**Signal wires by layer**

Scale: 2 px per µm. Only two layers are drawn.
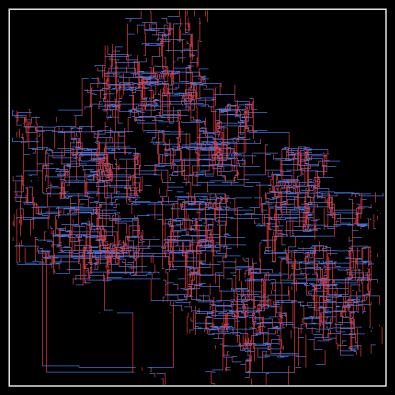
**Metal 3**

Scale: 2 px per µm.
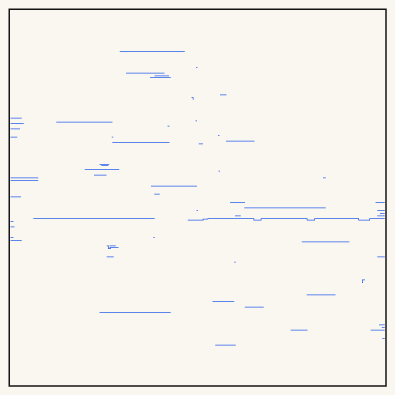
**Sequential cells coloured by netlist name**

Scale: 3 px per µm. Other sequential cells in the stronger grey, the rest of the logic in the fainter grey.
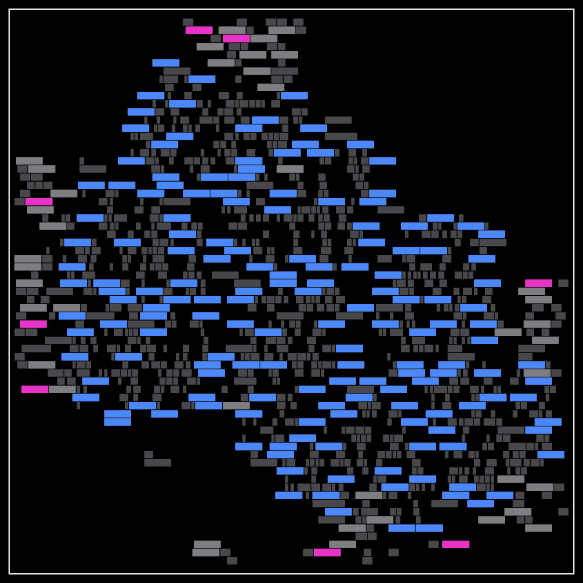
[config.mk]
export PLATFORM = sky130hd
export DESIGN_NAME = button_debouncer
export DESIGN_NICKNAME = d
export VERILOG_FILES = /design/src/rtl/btn_pkg.sv /design/src/rtl/button_debounce_chan.sv /design/src/rtl/button_debouncer.sv
export SDC_FILE = /design/constraint.sdc
export NUM_CORES = 1
export LEC_CHECK = 0
export ABC_CLOCK_PERIOD_IN_PS = 19100
export CAP_MARGIN = 25
export CORE_UTILIZATION = 29
export DETAILED_ROUTE_END_ITERATION = 6
export GPL_TIMING_DRIVEN = 1
export PLACE_DENSITY = 0.55
export SLEW_MARGIN = 0
export SYNTH_ARGS = -nofsm -noshare
export SYNTH_HDL_FRONTEND = slang
export SYNTH_SLANG_ARGS = --single-unit
[constraint.sdc]
create_clock -name HCLK -period 19.1 [get_ports HCLK]
set_input_delay 3.82 -clock HCLK [delete_from_list [all_inputs] [get_ports HCLK]]
set_output_delay 3.82 -clock HCLK [all_outputs]
set_load 0.02 [all_outputs]
[src/rtl/btn_pkg.sv]
// Shared definitions for the push-button debouncer: default sizing and
// the per-channel filter state encoding.
package btn_pkg;

  localparam int unsigned DEFAULT_WIDTH           = 8;
  localparam int unsigned DEFAULT_DEBOUNCE_CYCLES = 500000;
  localparam int unsigned DEFAULT_CNT_W           = 20;

  // STABLE: sampled value agrees with the accepted level.
  // PENDING: a candidate change is being timed.
  typedef enum logic {
    ST_STABLE  = 1'b0,
    ST_PENDING = 1'b1
  } state_t;

endpackage

[src/rtl/button_debounce_chan.sv]
// Single debounce channel: 2-flop synchroniser, optional inversion, and a
// counter FSM that accepts a change only after DEBOUNCE_CYCLES+1
// consecutive samples of the new value.
// Ports:
//   HCLK     system clock, rising edge
//   HRESET   asynchronous active-high reset
//   raw      raw asynchronous button pin
//   inv      1 = pin is active-low (tied constant)
//   level    debounced level, 1 = pressed
//   press    one-cycle pulse on level 0->1
//   rel      one-cycle pulse on level 1->0
module button_debounce_chan
  import btn_pkg::*;
#(
  parameter int unsigned DEBOUNCE_CYCLES = DEFAULT_DEBOUNCE_CYCLES,
  parameter int unsigned CNT_W           = DEFAULT_CNT_W
) (
  input  logic HCLK,
  input  logic HRESET,
  input  logic raw,
  input  logic inv,
  output logic level,
  output logic press,
  output logic rel
);

  localparam logic [CNT_W-1:0] CNT_LAST = CNT_W'(DEBOUNCE_CYCLES - 1);

  logic             sync1;
  logic             sync2;
  logic             s;
  state_t           state;
  state_t           state_nxt;
  logic [CNT_W-1:0] cnt;
  logic [CNT_W-1:0] cnt_nxt;
  logic             level_nxt;
  logic             press_nxt;
  logic             rel_nxt;

  // Synchroniser; reset to the inactive pin level so s resets to 0.
  always_ff @(posedge HCLK or posedge HRESET) begin
    if (HRESET) begin
      sync1 <= inv;
      sync2 <= inv;
    end else begin
      sync1 <= raw;
      sync2 <= sync1;
    end
  end

  assign s = sync2 ^ inv;

  // Filter state, counter and registered outputs.
  always_ff @(posedge HCLK or posedge HRESET) begin
    if (HRESET) begin
      state <= ST_STABLE;
      cnt   <= '0;
      level <= 1'b0;
      press <= 1'b0;
      rel   <= 1'b0;
    end else begin
      state <= state_nxt;
      cnt   <= cnt_nxt;
      level <= level_nxt;
      press <= press_nxt;
      rel   <= rel_nxt;
    end
  end

  // Next-state and output decode.
  always_comb begin
    state_nxt = state;
    cnt_nxt   = '0;
    level_nxt = level;
    press_nxt = 1'b0;
    rel_nxt   = 1'b0;
    unique case (state)
      ST_STABLE: begin
        if (s != level) begin
          state_nxt = ST_PENDING;
        end
      end
      ST_PENDING: begin
        if (s == level) begin
          state_nxt = ST_STABLE;
        end else if (cnt == CNT_LAST) begin
          // Commit: the pulse coincides with the level edge.
          state_nxt = ST_STABLE;
          level_nxt = ~level;
          press_nxt = ~level;
          rel_nxt   = level;
        end else begin
          cnt_nxt = cnt + CNT_W'(1);
        end
      end
      default: begin
        state_nxt = ST_STABLE;
      end
    endcase
  end

endmodule

[src/rtl/button_debouncer.sv]
// Front-end conditioning for the board push-buttons: one independent
// debounce channel per pin, producing a clean level bus plus press/release
// event pulses.
// Ports:
//   HCLK     system clock, rising edge
//   HRESET   asynchronous active-high reset
//   BTN_RAW  raw asynchronous button pins
//   BUTTON   debounced level, 1 = pressed
//   PRESS    one-cycle pulse when BUTTON bit goes 0->1
//   RELEASE  one-cycle pulse when BUTTON bit goes 1->0
module button_debouncer
  import btn_pkg::*;
#(
  parameter int unsigned     WIDTH           = DEFAULT_WIDTH,
  parameter int unsigned     DEBOUNCE_CYCLES = DEFAULT_DEBOUNCE_CYCLES,
  parameter int unsigned     CNT_W           = DEFAULT_CNT_W,
  parameter logic [WIDTH-1:0] INVERT         = '0
) (
  input  logic             HCLK,
  input  logic             HRESET,
  input  logic [WIDTH-1:0] BTN_RAW,
  output logic [WIDTH-1:0] BUTTON,
  output logic [WIDTH-1:0] PRESS,
  output logic [WIDTH-1:0] RELEASE
);

  // One filter per pin; channels share nothing but clock and reset.
  for (genvar i = 0; i < int'(WIDTH); i++) begin : g_chan
    button_debounce_chan #(
      .DEBOUNCE_CYCLES (DEBOUNCE_CYCLES),
      .CNT_W           (CNT_W)
    ) u_chan (
      .HCLK   (HCLK),
      .HRESET (HRESET),
      .raw    (BTN_RAW[i]),
      .inv    (INVERT[i]),
      .level  (BUTTON[i]),
      .press  (PRESS[i]),
      .rel    (RELEASE[i])
    );
  end

endmodule
==> out/results.ini <==
[run_status]
outcome=complete, no violations

[power]
share_comb_of_total_power_pct=2.4
clkPwrFrac_pct=49.9
p_per_area_mw_per_mm2=82.2
swShare_pct=21.2
seq_power_share_pct=47.7
power_switching_uw=199
maxPowerGroup=the clock network
p_seq_uw=449
p_int_uw=741
p_clk_uw=469

[floorplan]
die_area_mm2=0.0352
die_x_um=188
dieHeight_um=188
num_rows=67
initCoreUtil_pct=29.7
pin_count=34
core_area_mm2=0.0337

[run]
cap_viol_max_count=0
tool_warnings=27

[critical_path]
r2r_slack_ps=16830
cp.required_ps=15280
critical_path_arrival_ps=1560
cp_top_family=buffers and inverters
crit_slowest_cell=clkdlybuf4s50_1
crit_type=flip-flop to primary output
worstPathMaxFanout=5
worstPathCellList=clkdlybuf4s50_1
cp_num_buf_inv=1
max_stage_delay_ps=630
crit_path_end_kind=primary output
startpoint_type=flip-flop

[clock_network]
cts_hold_buf=0
cts_max_level=1
cts_buffers=25
cts_tree=built
post_cts_buffers=0
root_buffer=clkbuf_16
clk_pin_slew_ps=60
cts_buffer_depth=3
clock_sinks=208
clk_latency_ps=520

[placement]
dp_hpwl_mm=11.8
place_congestion=0.766
portBuffers=33

[synth]
yosys_most_used_dff=dfrtp_1
yosysUniqueCellTypes=53
avgSynthCellArea_um2=10.1
syn_inst=985
postSynthSeqShare_pct=52.1
ys_cells=985
ys.flops=208
fp_nets=1003
yosysWarnings=0
synth_chip_area_mm2=0.00999
synthArstFlopShare_pct=100

[cells_and_area]
syn2layout_area_growth_pct=14.4
final_common_cell=dfrtp_1
drive_gt1_share_pct=7.01
final_nets=1015
final_cell_mix=dfrtp_1, nor2_1, xnor2_1, nand3_1, nand4_1

[global_routing]
globalRouteMet3Util_pct=1.98
grt_antenna_before_repair=0
grt.total_usage_pct=10.8
met2_usage_pct=17.3
gr-total-overflow=0
grt_busiest_layer=met2
grt_pass1_vias=6886
grt_max_degree=142
grt_use_met1_pct=15.0

[timing]
hold_violations=0
fin_crit_ps=5380
worstMarginPinSlew_ps=858
fin_skew_ps=14.4
period_used_pct=28.2
timing.hold.ws_ps=347
slew_headroom_pct=42.8
fmax_mhz=186
fin_tns_setup_ps=0
slew_viol_final=0
grt_setup_unrepaired=false

[drt]
highest_layer=met4
dr.pass1.iters=5
drt-met1-wl_mm=9.16
routedWlPerCell_um=12.6
drc=0
ant_nets=0
drt-total-wl_mm=18.4
route.met2.wl_mm=8.15

About 'signal wires by layer':
colour	layer	wire length
blue	M1	9160 µm
red	M2	8150 µm

About 'metal 3':
longest straight run	60.5 µm
share of all routed wire	3.4%
nets with wire on the layer	41
wire length on this layer	633 µm
main direction	horizontal

About 'sequential cells coloured by netlist name':
colour	name in the netlist	flops
blue	g_chan.u_chan.cnt	160
magenta	g_chan.u_chan.sync1	8
not coloured	40

## cell families after synthesis
logic type / after synthesis / synth area share [%]
AND-OR/OR-AND: 69 / 4.66
flip-flops: 208 / 52.1
XOR/XNOR: 121 / 10.6
multiplexers: 9 / 1.04
buffers and inverters: 83 / 4.52
adder cells (fa/ha/maj): 8 / 1.00
AND/OR/NAND/NOR: 487 / 26.1
## metrics by stage
step	total power [mW]	utilization (%)	area (µm²)	setup slack, ps	std cells
finish	0.940	33.9	11400	13720	1461
global route	0.982	33.9	11400	13420	1461
CTS	0.962	33.8	11400	13550	1460
detailed placement	0.479	31.4	10600	13010	1417
global placement	0.479	31.4	10600	13040	1417
floorplan	0.472	-	9990	9600	985
## flip-flops by register name, indices dropped and copies added (netlist names)
| name | count |
|---|---|
| g_chan.u_chan.sync1 | 8 |
| g_chan.u_chan.press | 8 |
| g_chan.u_chan.level | 8 |
| g_chan.u_chan.rel | 8 |
| g_chan.u_chan.sync2 | 8 |
| g_chan.u_chan.cnt | 160 |
| g_chan.u_chan.state | 8 |
## cell type report
class / count / area (µm²)
inverters: 31 / 124
repair buffers: 37 / 380
multi-input cells: 694 / 4340
clock inverters: 7 / 97.6
clock buffers: 36 / 727
fillers: 3469 / 22300
well taps: 448 / 561
flip-flops and latches: 208 / 5200
## worst paths after layout
path / to / cells past startpoint / startpoint
worst min-delay path: g_chan[7].u_chan.sync2$_DFF_PP0_ / 0 / g_chan[7].u_chan.sync1$_DFF_PP0_
max in group asynchronous: g_chan[3].u_chan.press$_DFF_PP0_ / 4 / HRESET
min in group asynchronous: g_chan[4].u_chan.level$_DFFE_PP0P_ / 2 / HRESET
worst max-delay path: BUTTON[6] / 1 / g_chan[6].u_chan.level$_DFFE_PP0P_
worst min register to register: g_chan[7].u_chan.sync2$_DFF_PP0_ / 0 / g_chan[7].u_chan.sync1$_DFF_PP0_
worst max register to register: g_chan[3].u_chan.rel$_DFF_PP0_ / 5 / g_chan[3].u_chan.cnt[0]$_DFF_PP0_
## synthesized netlist by cell type, types with 2 or more instances
cell	n	share of area (%)
a21o_1	2	0.15
a21oi_1	29	1.5
a31o_2	4	0.35
and2_1	12	0.75
and3_1	9	0.56
and4_1	8	0.70
buf_2	7	0.35
buf_4	26	2.0
buf_6	4	0.45
clkbuf_1	12	0.45
clkbuf_2	3	0.15
dfrtp_1	208	52
ha_1	8	1.0
inv_1	31	1.2
mux2_2	6	0.68
nand2_1	50	1.9
nand2b_1	3	0.19
nand3_1	54	2.7
nand4_1	53	3.3
nand4_2	2	0.25
nand4b_1	3	0.26
nor2_1	153	5.7
nor3_1	27	1.4
nor3b_1	17	1.3
nor4_1	33	2.1
nor4b_1	9	0.79
nor4bb_1	2	0.20
o21ai_0	14	0.70
o31ai_1	12	0.90
or2_1	2	0.13
or2_2	2	0.13
or3_1	17	1.1
or3_4	2	0.23
or4_1	18	1.4
or4_4	4	0.45
or4b_1	3	0.30
xnor2_1	85	7.4
xor2_1	36	3.2
Power is estimated from default activity; no workload was simulated.
